File: src/rtl/sel_mux_8bit.sv
// One-hot-select read-back mux: fixed priority a > b > c > d, zero when idle, plus a registered copy and a sticky collision flag.
// Latency: o and sel_any are combinational (0 cycles); o_q and collision update one clk edge after their inputs.
// Backpressure: none; the block has no handshake, so every input change is reflected and never held off.
module sel_mux_8bit #(
    parameter int WIDTH = 8
) (
    input  logic             clk,
    input  logic             rst_n,
    input  logic             a_addr,
    input  logic [WIDTH-1:0] a,
    input  logic             b_addr,
    input  logic [WIDTH-1:0] b,
    input  logic             c_addr,
    input  logic [WIDTH-1:0] c,
    input  logic             d_addr,
    input  logic [WIDTH-1:0] d,
    input  logic             clr_err,
    output logic [WIDTH-1:0] o,
    output logic [WIDTH-1:0] o_q,
    output logic             sel_any,
    output logic             collision
);

    logic multi_sel;

    // Only the winning source's data is ever read, so X on an unselected source stays off o.
    always_comb begin
        o = '0;
        if (a_addr)      o = a;
        else if (b_addr) o = b;
        else if (c_addr) o = c;
        else if (d_addr) o = d;
    end

    assign sel_any   = a_addr | b_addr | c_addr | d_addr;
    assign multi_sel = (a_addr & b_addr) | (a_addr & c_addr) | (a_addr & d_addr) |
                       (b_addr & c_addr) | (b_addr & d_addr) | (c_addr & d_addr);

    always_ff @(posedge clk or negedge rst_n) begin
        if (!rst_n) begin
            o_q       <= '0;
            collision <= 1'b0;
        end else begin
            o_q <= o;
            // A fresh collision outranks a clear on the same edge.
            if (multi_sel)    collision <= 1'b1;
            else if (clr_err) collision <= 1'b0;
        end
    end

endmodule

File: config.mk
export PLATFORM = sky130hd
export DESIGN_NAME = sel_mux_8bit
export DESIGN_NICKNAME = d
export VERILOG_FILES = /design/src/rtl/sel_mux_8bit.sv
export SDC_FILE = /design/constraint.sdc
export NUM_CORES = 1
export LEC_CHECK = 0
export CAP_MARGIN = 20
export CORE_MARGIN = 2
export CORE_UTILIZATION = 27
export DETAILED_ROUTE_END_ITERATION = 8
export MAX_ROUTING_LAYER = met4
export PLACE_DENSITY = 0.83
export SETUP_SLACK_MARGIN = 0.3
export SLEW_MARGIN = 40
export SYNTH_ARGS = -nofsm -noshare
export SYNTH_HDL_FRONTEND = slang
export SYNTH_SLANG_ARGS = --single-unit
File: constraint.sdc
create_clock -name clk -period 2.36 [get_ports clk]
set_clock_uncertainty 0.15 [all_clocks]
set_input_delay 0.472 -clock clk [delete_from_list [all_inputs] [get_ports clk]]
set_output_delay 0.472 -clock clk [all_outputs]
set_load 0.05 [all_outputs]
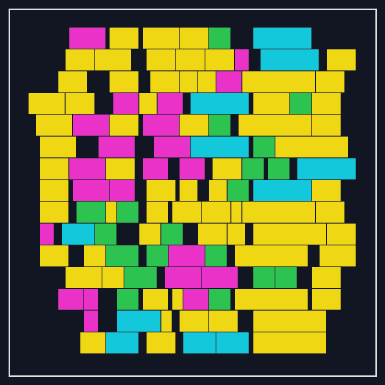
Figure 1: run 1, drive-strength map.
(8 px per um)
[x3 and x4] green | cells: 19
[x1 and smaller] yellow | cells: 67
[x2] magenta | cells: 22
[x6 and larger] cyan | cells: 11
Final WS setup: 0.302 ns
Synth-to-Final Area Change: 185%
fin area: 1340 sq um
Non-CTS buffers: 70

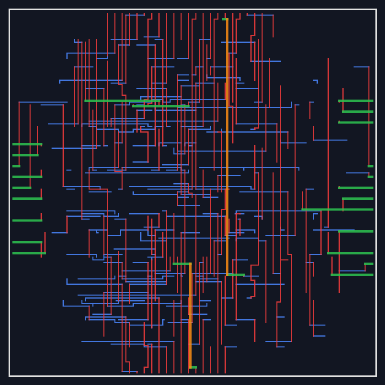
Figure 2: run 1, wiring by layer.
(8 px per um)
[M1] blue | wire length: 679 um
[M2] red | wire length: 1100 um
[M4] orange | wire length: 44.9 um
[M3] green | wire length: 92.8 um

==> CHANGELOG.md, run 1 <==
### Changed

- Post-Syn Instances: about 47
- Share of cells above drive strength 1: between 40% and 50%
- Status: complete, no violations
- Post-route ant nets: 0
- Setup Viol. Count Final: 0
- Critical path type: in2out
- Critical Path AT: approximately 1.4 ns
- CP Capture Type: output port
- Initial cell density of the core: between 20% and 30%
- Vias: between 600 and 700
- Total CTS buffers: 3
- Clock Root Buffer: clkbuf_4
- H-tree depth: 1
- Initial DRC count: 6
- Register area: 225 sq um
- Worst vdd ir: 0.285 mV
- Peak Freq: ~490 MHz
- CTS clk-pin slew, worst paths: around 0.06 ns
- Number of I/O port buffers: 56
- Largest stage delay, worst path: between 0.4 and 0.5 ns
- Tool warning count: 28
- Routed WL per cell: roughly 14 um
- Worst Hold Class: in2async
- Unique cell types: 18
- Slowest cell on the critical path: clkdlybuf4s50_1
- Initial antenna violation count: 0
- Rel. slew slack: 66.5%
- First-pass detailed-route iteration total: 4
- Post-Syn Area: 469 sq um
- Core Region: 1670 sq um
- GR Util All Layers: 19.6%
- Yosys stat area: 469 sq um
- Largest net degree at the start of global routing: 14
- Fin Setup TNS: 0 ns
- N_diodes: 0
- Via density: between 4 and 5
- Maxcap violations: 0
- Num rows: 15
- Worst Path Buf+Inv: 2
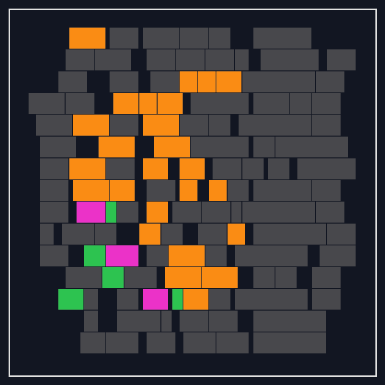
Figure 3: run 1, gate-type map.
(8 px per um)
[nand cells] green | cells: 5 | where: south-west
[aoi and oai cells] orange | cells: 25
[and/or cells] magenta | cells: 3
Non-Filler Instances: 136
Top cell excl fill/tap: clkdlybuf4s50_1
combinational share of cell area: 23.3%

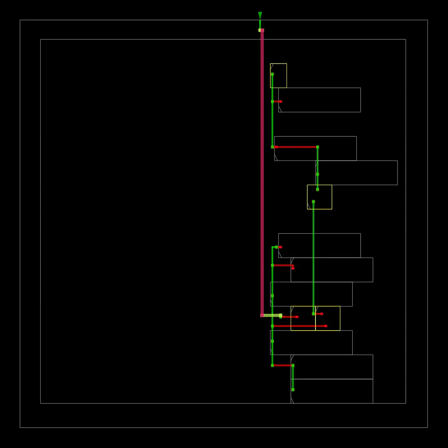
Figure 4: run 1, clock nets.
clock latency on the worst-skew pair: 0.25 ns
P_clk: 0.110 mW
CLK BUF: 3
Flop Count: 9

## run 1: worst reg2reg max path: stages (launching register included)
cell and delay (ns):
dfrtp_1 0.38, inv_1 0.06, o22ai_1 0.07
## run 1: stage by stage
step	worst slack (ns)	power (mW)	hold WS, ns	area, sq um	instances
floorplan	0.302	0.323	0.0264	504	47
global placement	-0.232	0.483	0.373	1170	124
detailed placement	-0.303	0.488	0.404	1170	124
CTS	0.291	0.620	0.354	1280	131
global route	0.262	0.651	0.391	1340	136
finish	0.302	0.624	0.352	1340	136
## run 1: layout make-up
cell class	count	area share, %
tap	17	1.59
clock buffer	3	1.69
sequential	9	16.9
timing repair buffer	70	55.6
clock inverter	1	0.375
inverter	2	0.562
multi-input combinational	34	23.3
## run 1: synth_stat cells
cell	count	area share (%)
a211oi_1	2	3.2
a21oi_1	6	6.4
a22oi_1	6	9.6
a31oi_1	2	2.7
and2b_1	1	1.6
buf_2	1	1.1
buf_6	1	2.4
dfrtp_1	9	48
inv_1	2	1.6
nand2_1	2	1.6
nand2b_1	1	1.3
nand3b_1	2	3.2
nor2_1	1	0.80
o21ai_0	1	1.1
o22ai_1	7	9.3
o22ai_2	1	2.7
or3b_1	1	1.9
or4_1	1	1.6
## run 1: registers in the layout, indices dropped and copies added, names as in the netlist
register   cells
collision      1
o_q            8
## run 1: power by group
group	leakage (nW)	total [mW]	internal (mW)	switching (mW)
clock	0.0177	0.110	0.0621	0.0482
combinational	0.484	0.341	0.166	0.175
sequential	0.101	0.173	0.169	0.00402
## run 1: logic make-up (layout without fill, tap and decap cells)
group,after synthesis,after routing,share of synthesized area (%)
buf+inv,4,76,5.07
simple gates,9,9,12.0
compound gates,25,25,34.9
flops,9,9,48.0
## run 1: metal layers
metal | vias up | track usage [%] | wire length, um
met5 | - | - | 0
met4 | 0 | 12.4 | 44
met3 | 4 | 1.98 | 92
met2 | 29 | 34.6 | 1100
met1 | 311 | 20.4 | 678
li1 | 328 | - | -
## run 1: what timing repair did
action | in CTS | in global routing
endpoints found under the setup margin | 9 | 9
pin swaps | 7 | 8
gates resized | 33 | 13
setup buffers | 3 | 5
## run 1: final timing paths
check	startpoint	end	depth (start not counted)	slack (ns)
max in group asynchronous	rst_n	o_q[3]	1	1.44
worst min-delay path	rst_n	o_q[0]	1	0.35
worst max-delay path	d[5]	o[5]	4	0.30
worst min register to register	collision	collision	2	0.40
min in group clk	collision	collision	2	0.40
worst max register to register	collision	collision	2	1.57
## Run 2: what changed since run 1
--- a/config.mk
+++ b/config.mk
@@ -9,7 +9,6 @@
 export CORE_MARGIN = 2
 export CORE_UTILIZATION = 27
 export DETAILED_ROUTE_END_ITERATION = 8
-export MAX_ROUTING_LAYER = met4
 export PLACE_DENSITY = 0.83
 export SETUP_SLACK_MARGIN = 0.3
 export SLEW_MARGIN = 40
==> run 2 against run 1 <==
Wire length about the same. Final area did not move. Largest cell class unchanged. Worst hold slack stayed put. Critical endpoint unchanged. Combinational power about the same. Final cell count did not move. Sequential power hardly changed.
==> CHANGELOG.md, run 2 <==
### Changed

- Status: complete, no violations
- Core Region: 1670 sq um (unchanged)
- Async SR Flop Fraction: 100% (unchanged)
- Clock Power Share: 17.7% (about the same)
- R2r startpoint: collision
- Combinational power share: 54.7% (about the same)
- Post-Syn Instances: 47 (unchanged)
- Met3 wire len: 98 um (+6.5%)
- Largest stage delay, worst path: 0.45 ns (about the same)
- Top cell types by occurrence after synthesis: dfrtp_1, o22ai_1, a21oi_1, a22oi_1
- Clock latency on the worst-skew pair: 0.25 ns (about the same)
- Routed WL per cell: 14.1 um (about the same)
- R2R Setup Slk: 1.57 ns (about the same)
- Post-route ant nets: 0 (unchanged)
- R2r endpoint: collision
- Yosys stat area: 469 sq um (unchanged)
- Unique cell types: 18 (unchanged)
- Largest register FFs: 8 (unchanged)
- Top cell excl fill/tap: clkdlybuf4s50_1
- DR WL met2: 1100 um (unchanged)
- Share of cells above drive strength 1: 43.7% (unchanged)
- Synth warn: 0
- Number of I/O port buffers: 56 (unchanged)
- Max layer used: met4
- Top reg by flops: o_q
- Maxcap violations: 0 (unchanged)
- GR Util All Layers: 19.1% (-0.56 points)
- Remaining DRCs: 0
- CP Capture Type: output port
- Fin Setup TNS: 0 ns (unchanged)
- CTS clk-pin slew, worst paths: 0.06 ns (about the same)
- Worst Hold Class: in2async
- Largest fanout on the critical path: 2
- Clock Root Buffer: clkbuf_4
- First-pass detailed-route iteration total: 4 (unchanged)
- Slew Viols, Final: 0
- Initial cell density of the core: 28.1% (unchanged)
- Synth-to-Final Area Change: 185% (unchanged)
- Number of enable flip-flop cells: 0 (unchanged)
- Yosys Instances: roughly 47
- Reg2reg path depth: 2 (unchanged)
- Critical Path AT: 1.44 ns (about the same)
- Largest net degree at the start of global routing: 14 (unchanged)
- Top cells by area: dfrtp_1, a22oi_1, o22ai_1
- Area leader, netlist: dfrtp_1
- Vias: 672 (unchanged)
- Setup Viol. Count Final: 0 (unchanged)
- H-tree depth: 1 (unchanged)
- Num rows: 15 (unchanged)
- Pint: 0.396 mW (about the same)
- Sequential share of power: 27.6% (about the same)
- Cell with the most instances after synthesis: dfrtp_1
- Slowest cell on the critical path: clkdlybuf4s50_1
- Via density: 4.94 (unchanged)
- Met1 WL: 673 um (-0.74%)
- Switching power: 0.228 mW (about the same)
- Rel. slew slack: 66.5% (unchanged)
- Initial DRC count: 6 (unchanged)
- Switch share: 36.5% (about the same)
- Critical path type: in2out
- Post-synth top flop: dfrtp_1
- Peak Freq: 486 MHz (unchanged)
- Leakage power: 0.603 nW
- Post-Syn Area: 469 sq um (unchanged)
- Critical Path End: o[5]
- Top Registers: o_q (8), collision (1)
- N_diodes: 0 (unchanged)
- CP startpoint: d[5]
run 2: cell counts after synthesis:
No cell type changed its count.
run 2: worst max-delay path, delay by kind of cell:
kind / cells / cell delay [ns]
buf+inv: 2 / 0.64
compound gates: 1 / 0.23
simple gates: 1 / 0.09
run 2: stage by stage:
stage	power, mW	hold WS, ns	instance area, sq um	setup slack [ns]	std cells
final	0.624	0.352	1340	0.302	136
after global placement	0.483	0.373	1170	-0.232	124
after global routing	0.651	0.391	1340	0.262	136
after CTS	0.620	0.354	1280	0.291	131
after detailed placement	0.488	0.404	1170	-0.303	124
after floorplan	0.323	0.0264	504	0.302	47
run 2: worst min path at each step:
stage | start | end | slack, ns | depth (start not counted)
after floorplan | rst_n | collision | 0.03 | 0
after global placement | collision | collision | 0.37 | 2
after detailed placement | collision | collision | 0.40 | 2
after CTS | rst_n | o_q[0] | 0.35 | 1
after global routing | rst_n | o_q[6] | 0.39 | 1
final | rst_n | o_q[0] | 0.35 | 1
run 2: cells by family (layout without fill, tap and decap cells):
logic type	after synthesis	in the layout	synth area share [%]
flip-flops	9	9	48.0
AND-OR/OR-AND	25	25	34.9
buffers and inverters	4	76	5.07
AND/OR/NAND/NOR	9	9	12.0
run 2: what timing repair did:
| item | 4_1_cts | 5_1_grt |
|---|---|---|
| pin swaps | 7 | 8 |
| endpoints found under the setup margin | 9 | 9 |
| resized | 33 | 13 |
| setup buffers | 3 | 5 |
run 2: area by class of cell:
type / count / area, sq um / share of cell area (%)
clock buffers: 3 / 22.5 / 1.69
clock inverters: 1 / 5.00 / 0.375
well taps: 17 / 21.3 / 1.59
multi-input cells: 34 / 312 / 23.3
flip-flops and latches: 9 / 225 / 16.9
repair buffers: 70 / 742 / 55.6
inverters: 2 / 7.51 / 0.562
run 2: layer usage:
layer	vias up	global-route usage [%]
met5	-	0
met4	0	12.4
met3	4	2.38
met2	29	34.6
met1	311	20.2
li1	328	-
run 2: power by group through the flow:
stage	Combinational, mW	Sequential, mW	Clock [mW]
2_1_floorplan	0.0956	0.228	0
3_3_place_gp	0.308	0.175	0
4_1_cts	0.333	0.173	0.115
6_report	0.341	0.173	0.110
3_5_place_dp	0.312	0.176	0
5_1_grt	0.357	0.173	0.121
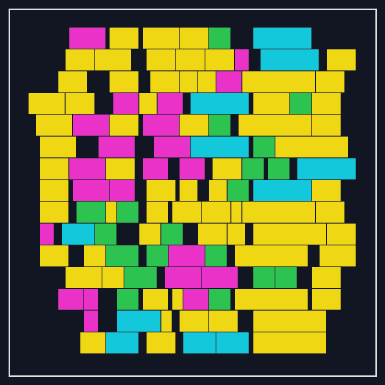
Figure 5: run 2, drive-strength map.
(8 px per um)
[x1 and smaller] yellow | cells: 67
[x6 and larger] cyan | cells: 11
[x3 and x4] green | cells: 19
[x2] magenta | cells: 22

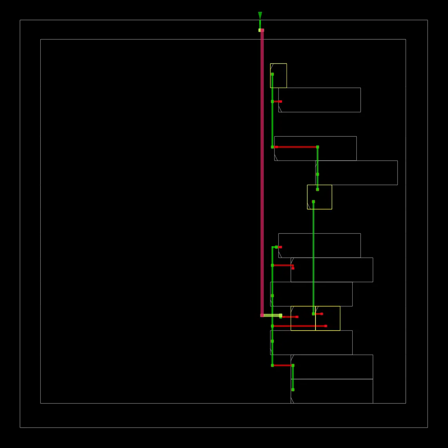
Figure 6: run 2, clock nets.
total CTS buffers: 3
CTS sink cnt: 9

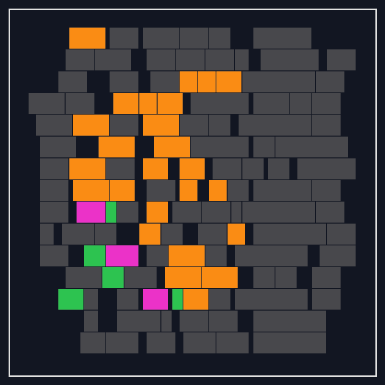
Figure 7: run 2, gate-type map.
(8 px per um)

Power figures rest on the tool's default switching activity, not on a simulated workload.
